## src/rtl/ext_unit_pipe_if.sv

```systemverilog
// Handshake bundle for ext_unit_pipe: the operand fields, the flush strobe and both valid/ready pairs.
interface ext_unit_pipe_if #(
    parameter int DATA_W  = 32,
    parameter int IMM_W   = 16,
    parameter int SHAMT_W = 5
);
    logic               flush;
    logic               in_valid;
    logic               in_ready;
    logic [2:0]         mode;
    logic [IMM_W-1:0]   imm;
    logic [SHAMT_W-1:0] shamt;
    logic [DATA_W-1:0]  load_data;
    logic [1:0]         byte_off;
    logic               out_valid;
    logic               out_ready;
    logic [DATA_W-1:0]  out_data;
    logic               out_misalign;

    // master: the decode/MEM-stage side that produces operands and consumes results.
    modport master (
        output flush,
        output in_valid,
        output mode,
        output imm,
        output shamt,
        output load_data,
        output byte_off,
        output out_ready,
        input  in_ready,
        input  out_valid,
        input  out_data,
        input  out_misalign
    );

    // slave: the extension unit itself.
    modport slave (
        input  flush,
        input  in_valid,
        input  mode,
        input  imm,
        input  shamt,
        input  load_data,
        input  byte_off,
        input  out_ready,
        output in_ready,
        output out_valid,
        output out_data,
        output out_misalign
    );
endinterface

```

## src/rtl/ext_unit_pipe.sv

```systemverilog
// Mode-selectable immediate/shamt/load-lane extension unit.
// Results are held in a 2-entry valid/ready FIFO so pipeline stalls never drop an operand.
module ext_unit_pipe #(
    parameter int DATA_W   = 32,
    parameter int IMM_W    = 16,
    parameter int SHAMT_W  = 5,
    parameter int BR_SHIFT = 2
) (
    input  logic           clk,
    input  logic           rst,
    ext_unit_pipe_if.slave bus
);

    typedef enum logic [2:0] {
        MODE_SEXT       = 3'd0,
        MODE_ZEXT       = 3'd1,
        MODE_SEXT_SHL   = 3'd2,
        MODE_ZEXT_SHAMT = 3'd3,
        MODE_LB         = 3'd4,
        MODE_LBU        = 3'd5,
        MODE_LH         = 3'd6,
        MODE_LHU        = 3'd7
    } extMode_t;

    typedef struct packed {
        logic              misalign;
        logic [DATA_W-1:0] data;
    } bufEntry_t;

    extMode_t   curMode;
    logic       immSign;
    logic [7:0] loadByte;
    logic [15:0] loadHalf;
    bufEntry_t  extResult;

    assign curMode = extMode_t'(bus.mode);
    assign immSign = bus.imm[IMM_W-1];

    // Little-endian lane pick; only the low 32 bits of the load word carry lanes.
    always_comb begin
        // NOTE: every combinational output is given a default first so no path can infer a latch.
        loadByte = bus.load_data[7:0];
        case (bus.byte_off)
            2'd0:    loadByte = bus.load_data[7:0];
            2'd1:    loadByte = bus.load_data[15:8];
            2'd2:    loadByte = bus.load_data[23:16];
            default: loadByte = bus.load_data[31:24];
        endcase
        loadHalf = bus.byte_off[1] ? bus.load_data[31:16] : bus.load_data[15:0];
    end

    always_comb begin
        extResult = '0;
        case (curMode)
            MODE_SEXT:
                extResult.data = {{(DATA_W-IMM_W){immSign}}, bus.imm};
            MODE_ZEXT:
                extResult.data = {{(DATA_W-IMM_W){1'b0}}, bus.imm};
            MODE_SEXT_SHL:
                extResult.data = {{(DATA_W-IMM_W-BR_SHIFT){immSign}}, bus.imm, {BR_SHIFT{1'b0}}};
            MODE_ZEXT_SHAMT:
                extResult.data = {{(DATA_W-SHAMT_W){1'b0}}, bus.shamt};
            MODE_LB:
                extResult.data = {{(DATA_W-8){loadByte[7]}}, loadByte};
            MODE_LBU:
                extResult.data = {{(DATA_W-8){1'b0}}, loadByte};
            MODE_LH: begin
                extResult.data     = {{(DATA_W-16){loadHalf[15]}}, loadHalf};
                extResult.misalign = bus.byte_off[0];
            end
            MODE_LHU: begin
                extResult.data     = {{(DATA_W-16){1'b0}}, loadHalf};
                extResult.misalign = bus.byte_off[0];
            end
            default:
                extResult = '0;
        endcase
    end

    bufEntry_t  mem [2];
    bufEntry_t  lastHead;
    bufEntry_t  headEntry;
    logic       rdPtr;
    logic       wrPtr;
    logic [1:0] count;
    logic       pushEn;
    logic       popEn;

    // Ready depends only on the registered count, so out_ready never reaches in_ready.
    assign bus.in_ready  = (count != 2'd2);
    assign bus.out_valid = (count != 2'd0);
    assign pushEn        = bus.in_valid  && bus.in_ready  && !bus.flush;
    assign popEn         = bus.out_valid && bus.out_ready && !bus.flush;

    always_ff @(posedge clk or posedge rst) begin
        // NOTE: sequential state uses non-blocking assignments so every register samples pre-edge values.
        if (rst) begin
            count <= 2'd0;
            rdPtr <= 1'b0;
            wrPtr <= 1'b0;
        end else if (bus.flush) begin
            count <= 2'd0;
            rdPtr <= 1'b0;
            wrPtr <= 1'b0;
        end else begin
            if (pushEn) wrPtr <= ~wrPtr;
            if (popEn)  rdPtr <= ~rdPtr;
            case ({pushEn, popEn})
                2'b10:   count <= count + 2'd1;
                2'b01:   count <= count - 2'd1;
                default: count <= count;
            endcase
        end
    end

    always_ff @(posedge clk or posedge rst) begin
        // NOTE: the two storage slots are reset as well, because out_data must read 0 straight out of reset.
        if (rst) begin
            mem[0]   <= '0;
            mem[1]   <= '0;
            lastHead <= '0;
        end else begin
            if (pushEn)        mem[wrPtr] <= extResult;
            if (bus.out_valid) lastHead   <= mem[rdPtr];
        end
    end

    // An empty buffer keeps showing the last delivered head instead of a stale slot.
    assign headEntry        = bus.out_valid ? mem[rdPtr] : lastHead;
    assign bus.out_data     = headEntry.data;
    assign bus.out_misalign = bus.out_valid && headEntry.misalign;

endmodule

```

## src/flat_wrapper.sv

```systemverilog
// flat-port wrapper written by rule: the top's interface ports become plain ports
module ext_unit_pipe_flat 
#(
    parameter int DATA_W   = 32,
    parameter int IMM_W    = 16,
    parameter int SHAMT_W  = 5,
    parameter int BR_SHIFT = 2
)
  (clk, rst, bus_flush, bus_in_valid, bus_mode, bus_imm, bus_shamt, bus_load_data, bus_byte_off, bus_out_ready, bus_in_ready, bus_out_valid, bus_out_data, bus_out_misalign);
  ext_unit_pipe_if #(.DATA_W(DATA_W), .IMM_W(IMM_W), .SHAMT_W(SHAMT_W)) bus_i ();
  input  logic clk;
  input  logic rst;
  input wire logic [$bits(bus_i.flush)-1:0] bus_flush;
  input wire logic [$bits(bus_i.in_valid)-1:0] bus_in_valid;
  input wire logic [$bits(bus_i.mode)-1:0] bus_mode;
  input wire logic [$bits(bus_i.imm)-1:0] bus_imm;
  input wire logic [$bits(bus_i.shamt)-1:0] bus_shamt;
  input wire logic [$bits(bus_i.load_data)-1:0] bus_load_data;
  input wire logic [$bits(bus_i.byte_off)-1:0] bus_byte_off;
  input wire logic [$bits(bus_i.out_ready)-1:0] bus_out_ready;
  output wire logic [$bits(bus_i.in_ready)-1:0] bus_in_ready;
  output wire logic [$bits(bus_i.out_valid)-1:0] bus_out_valid;
  output wire logic [$bits(bus_i.out_data)-1:0] bus_out_data;
  output wire logic [$bits(bus_i.out_misalign)-1:0] bus_out_misalign;
  assign bus_i.flush = bus_flush;
  assign bus_i.in_valid = bus_in_valid;
  assign bus_i.mode = bus_mode;
  assign bus_i.imm = bus_imm;
  assign bus_i.shamt = bus_shamt;
  assign bus_i.load_data = bus_load_data;
  assign bus_i.byte_off = bus_byte_off;
  assign bus_i.out_ready = bus_out_ready;
  assign bus_in_ready = bus_i.in_ready;
  assign bus_out_valid = bus_i.out_valid;
  assign bus_out_data = bus_i.out_data;
  assign bus_out_misalign = bus_i.out_misalign;
  ext_unit_pipe #(.DATA_W(DATA_W), .IMM_W(IMM_W), .SHAMT_W(SHAMT_W), .BR_SHIFT(BR_SHIFT)) u_core (.clk(clk), .rst(rst), .bus(bus_i));
endmodule
```

## config.mk

```make
export PLATFORM = sky130hd
export DESIGN_NAME = ext_unit_pipe_flat
export DESIGN_NICKNAME = d
export VERILOG_FILES = /design/src/rtl/ext_unit_pipe_if.sv /design/src/rtl/ext_unit_pipe.sv /design/src/flat_wrapper.sv
export SDC_FILE = /design/constraint.sdc
export NUM_CORES = 1
export LEC_CHECK = 0
export CORE_MARGIN = 1.5
export CORE_UTILIZATION = 38
export CTS_CLUSTER_SIZE = 24
export DETAILED_ROUTE_END_ITERATION = 8
export GPL_ROUTABILITY_DRIVEN = 0
export GPL_TIMING_DRIVEN = 1
export PLACE_DENSITY = 0.7
export REMOVE_ABC_BUFFERS = 1
export SYNTH_ARGS = -nofsm -noshare
export SYNTH_HDL_FRONTEND = slang
export SYNTH_SLANG_ARGS = --single-unit
export TNS_END_PERCENT = 10
```

## constraint.sdc

```tcl
create_clock -name clk -period 2.7 [get_ports clk]
set_clock_uncertainty 0.2 [all_clocks]
set_input_delay 0.54 -clock clk [delete_from_list [all_inputs] [get_ports clk]]
set_output_delay 0.54 -clock clk [all_outputs]
set_load 0.02 [all_outputs]
```

==> impl_report.txt <==
=== SYNTHESIS / PLACE & ROUTE SUMMARY ===
----------------------------------------------------
[Timing]
  Final hold vios ........................ 0
  Actual slew at the worst max-slew pin ........................ about 0.6 ns
  Setup slack after layout ........................ 0.0752 ns
  Relative slew slack ........................ 59.9%
  Final worst path period need ........................ 2.62 ns
  Number of max-slew violations in the final report ........................ 0
  Post-route setup TNS ........................ 0 ns
  RSZ-0062 raised after global routing ........................ no

[Placed design]
  Placed instance count ........................ 580
  Post-DP HPWL ........................ slightly above 7000 um
  Port Buffers ........................ a little under 100
  Post-placement worst setup slack ........................ -0.0590 ns

[Synthesis]
  Sequential element share of the synthesized area ........................ 45.5%
  Commonest cells in the netlist ........................ 74 x dfrtp_1, 35 x nand2_1, 34 x buf_4
  Yosys top cell area share ........................ 45.5%
  Post-Synthesis Mean Instance Area ........................ 10.6 um2
  Cell with the most instances after synthesis ........................ dfrtp_1
  Library cell occupying the most area in the post-synthesis netlist ........................ dfrtp_1
  Flip-flop and latch count after synthesis ........................ roughly 74
  Yosys warnings ........................ 0
  Number of standard cells reported by yosys ........................ roughly 390
  Biggest area cells ........................ dfrtp_1 46%, mux2_2 7.2%, buf_4 6.3%, mux2i_1 5.9%, o21ai_0 3.6%
  Gate count of the mapped netlist ........................ ~390
  Count of flip-flops with a built-in enable after synthesis ........................ 0
  Chip area from the yosys synthesis statistics ........................ 4070 um2

[Setup path]
  Critical Path Start Type ........................ register
  Setup slack on the worst flop-to-flop path ........................ roughly 0.70 ns
  Data arrival time of the worst path ........................ approximately 1.9 ns
  Worst setup path startpoint ........................ u_core.count[0]
  Reg-to-Reg End ........................ u_core.mem[10]
  Launching point of the worst reg2reg path ........................ u_core.count[0]
  Maximum fanout along the worst path ........................ 25
  Logic depth of the worst path, buffers included ........................ 5
  Type of the setup path with the least slack ........................ reg2out
  Top delay family on crit path ........................ buffers and inverters
  Critical Path Slowest Stage Cell ........................ dfrtp_1
  Worst-path cell chain ........................ nor2_4, bufbuf_16, nand2_1, o21ai_0, dlygate4sd2_1
  Worst path bufs/invs ........................ 2

[Worst hold path]
  Class of the worst hold path ........................ in2async

[Clock tree]
  Clock H-tree levels ........................ 3
  Number of post-CTS setup repair buffers ........................ 1
  Clock tree from TritonCTS ........................ yes
  Clock sink count ........................ between 70 and 80
  TritonCTS buffer count ........................ 9
  CTS resizes ........................ 29

[Floorplanning]
  Total die area ........................ 11,300 um2
  Number of cell rows ........................ 37
  Die x size ........................ between 100 and 150 um
  Std-Cell Core Area ........................ between 10,000 and 15,000 um2
  Number of primary I/O pins ........................ ~98

[Drt]
  Routed WL per cell ........................ 16.6 um
  Drt initial violations ........................ about 170
  Routed length on met3 ........................ approximately 540 um
  Via density ........................ between 5 and 6
  Total number of vias ........................ 3,145
  Top layer used by detailed routing ........................ met4
  Antenna-violating nets left ........................ 0
  M1 wire length ........................ about 4400 um
  Met2 wire length ........................ between 4000 and 5000 um

[Final layout]
  Share of final-layout standard cells stronger than drive strength 1 ........................ ~17%
  Area growth from synthesis to layout ........................ 30.9%
  Final antenna diode count ........................ 0
  Number of cells in the finished layout apart from fillers ........................ roughly 600
  Post-route standard cell area excluding fillers ........................ between 5000 and 6000 um2
  Nets@finish ........................ between 500 and 600

[Status]
  Outcome ........................ finished, final reports clean

[Power]
  Sequential Power Share ........................ around two fifths
  Cell-internal power ........................ around 2.5 mW
  Power after layout ........................ between 3 and 4 mW
  Proportion of total power due to net switching ........................ between 30% and 40%
  Total power density per cell area ........................ between 600 and 700 nW/um2

[GRT]
  Most Crowded Layer GR ........................ met2
  Number of antenna violations at the first check in global routing ........................ 0
  Fraction of met1 tracks used by global routing ........................ a little under a quarter
  Overall track demand over capacity in global routing ........................ between 10% and 20%
  Maximum number of pins on one net before global-route repair ........................ about 53
  Met3 demand-to-capacity share in global routing ........................ under 10%
  Met2 Track Usage GR ........................ approximately 30%
  Total congestion overflow after global routing ........................ 0

[Flow run]
  Number of warnings in the stage logs ........................ 25

----------------------------------------------------
power groups by stage:
stage | sequential [mW] | clock (mW) | combinational, mW
after CTS | 1.52 | 0.967 | 1.19
after detailed placement | 1.55 | 0 | 1.23
final | 1.52 | 0.955 | 1.16
after global placement | 1.53 | 0 | 1.20
after floorplan | 1.52 | 0 | 0.670
after global routing | 1.55 | 1.01 | 1.27
area by class of cell:
type                       count  area (um2)
timing repair buffer         118        1230
multi-input combinational    250        1830
clock buffer                  10         128
tap                          136         170
sequential                    74        1850
clock inverter                 6        90.1
fill                         968        5050
inverter                       4        15.0
kinds of logic (layout without fill, tap and decap cells):
kind of cell | after synthesis | count (layout) | share of synthesized area, %
and+or+nand+nor | 88 | 88 | 10.6
DFF | 74 | 74 | 45.5
buffers and inverters | 61 | 138 | 9.85
muxes | 55 | 55 | 15.0
xor gates and xnor gates | 2 | 2 | 0.431
AOI/OAI and AO/OA | 105 | 105 | 18.6
layout by cell type, fill, tap and decap left out, types with 3 or more instances in the layout:
| cell type | instances |
|---|---|
| dfrtp_1 | 74 |
| nand3_1 | 3 |
| buf_12 | 6 |
| dlygate4sd2_1 | 22 |
| buf_4 | 13 |
| a21o_1 | 15 |
| clkbuf_8 | 9 |
| mux2i_1 | 23 |
| mux2_4 | 5 |
| o21ai_0 | 29 |
| nor2_1 | 22 |
| nor2b_1 | 4 |
| mux2_2 | 26 |
| a21oi_1 | 18 |
| nand2_1 | 35 |
| clkdlybuf4s50_1 | 63 |
| o22a_1 | 16 |
| a221oi_1 | 7 |
| dlymetal6s2s_1 | 12 |
| o31ai_1 | 4 |
| nand2b_1 | 7 |
sequential cells by signal, indices dropped and copies added, names as in the netlist:
register / count
u_core.lastHead: 32
u_core.rdPtr: 1
u_core.mem: 38
u_core.count: 2
u_core.wrPtr: 1
Fig. 1: port wiring
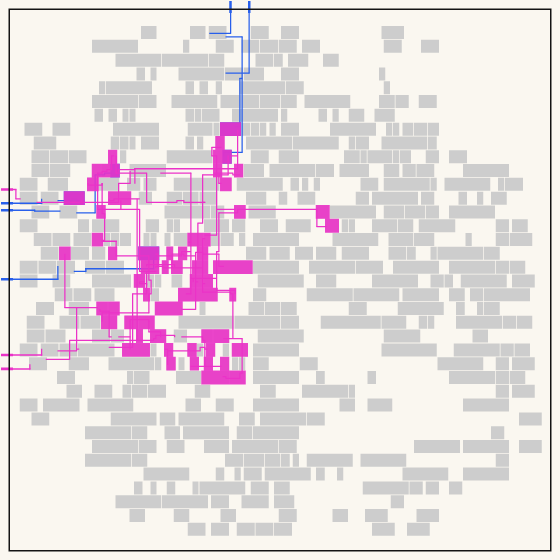
color	port	bits	direction	edge	end cells	buffers	wire
blue	bus_shamt	5	input	3 left, 2 top	5	5	132 um
magenta	bus_mode	3	input	left	60	9	608 um

Fig. 2: register map, names as in the netlist
Other sequential cells in the stronger gray, the rest of the logic in the fainter gray.
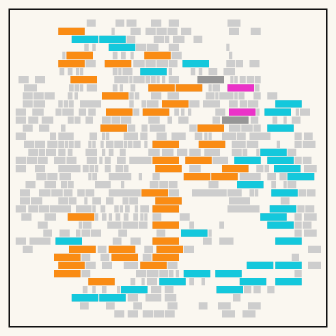
color	signal	sequential cells
orange	u_core.mem	38
magenta	u_core.count	2
cyan	u_core.lastHead	32
not colored	2
core occupancy in the finished layout: 51.3%
register area: 1850 um2
power dissipated in sequential cells: 1.52 mW
register fraction of the total cell area: 34.8%

Fig. 3: routed metal per tile
The die is cut into 21 by 21 equal tiles; black is low, pale yellow is high, scaled to the fullest tile. Values are wire area over tile area, all layers added.
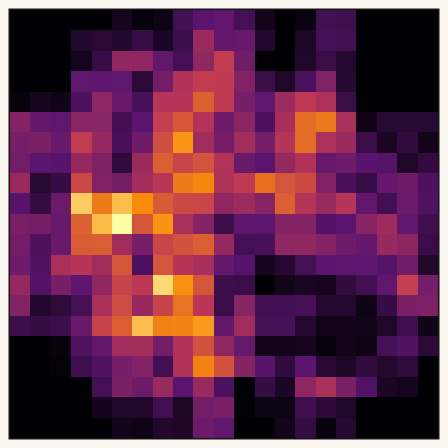
emptiest ninth of the die	bottom right
tiles over half the peak	14%
mean over tiles	0.14
fullest tile	0.54
nearly empty tiles	16%

Fig. 4: signal wires on met3
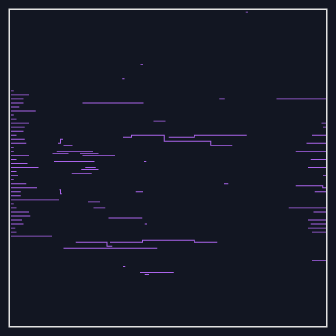
share of all routed wire	5.4%
longest straight run	31.3 um

No activity file was given, so power comes from the tool's default toggle rates.
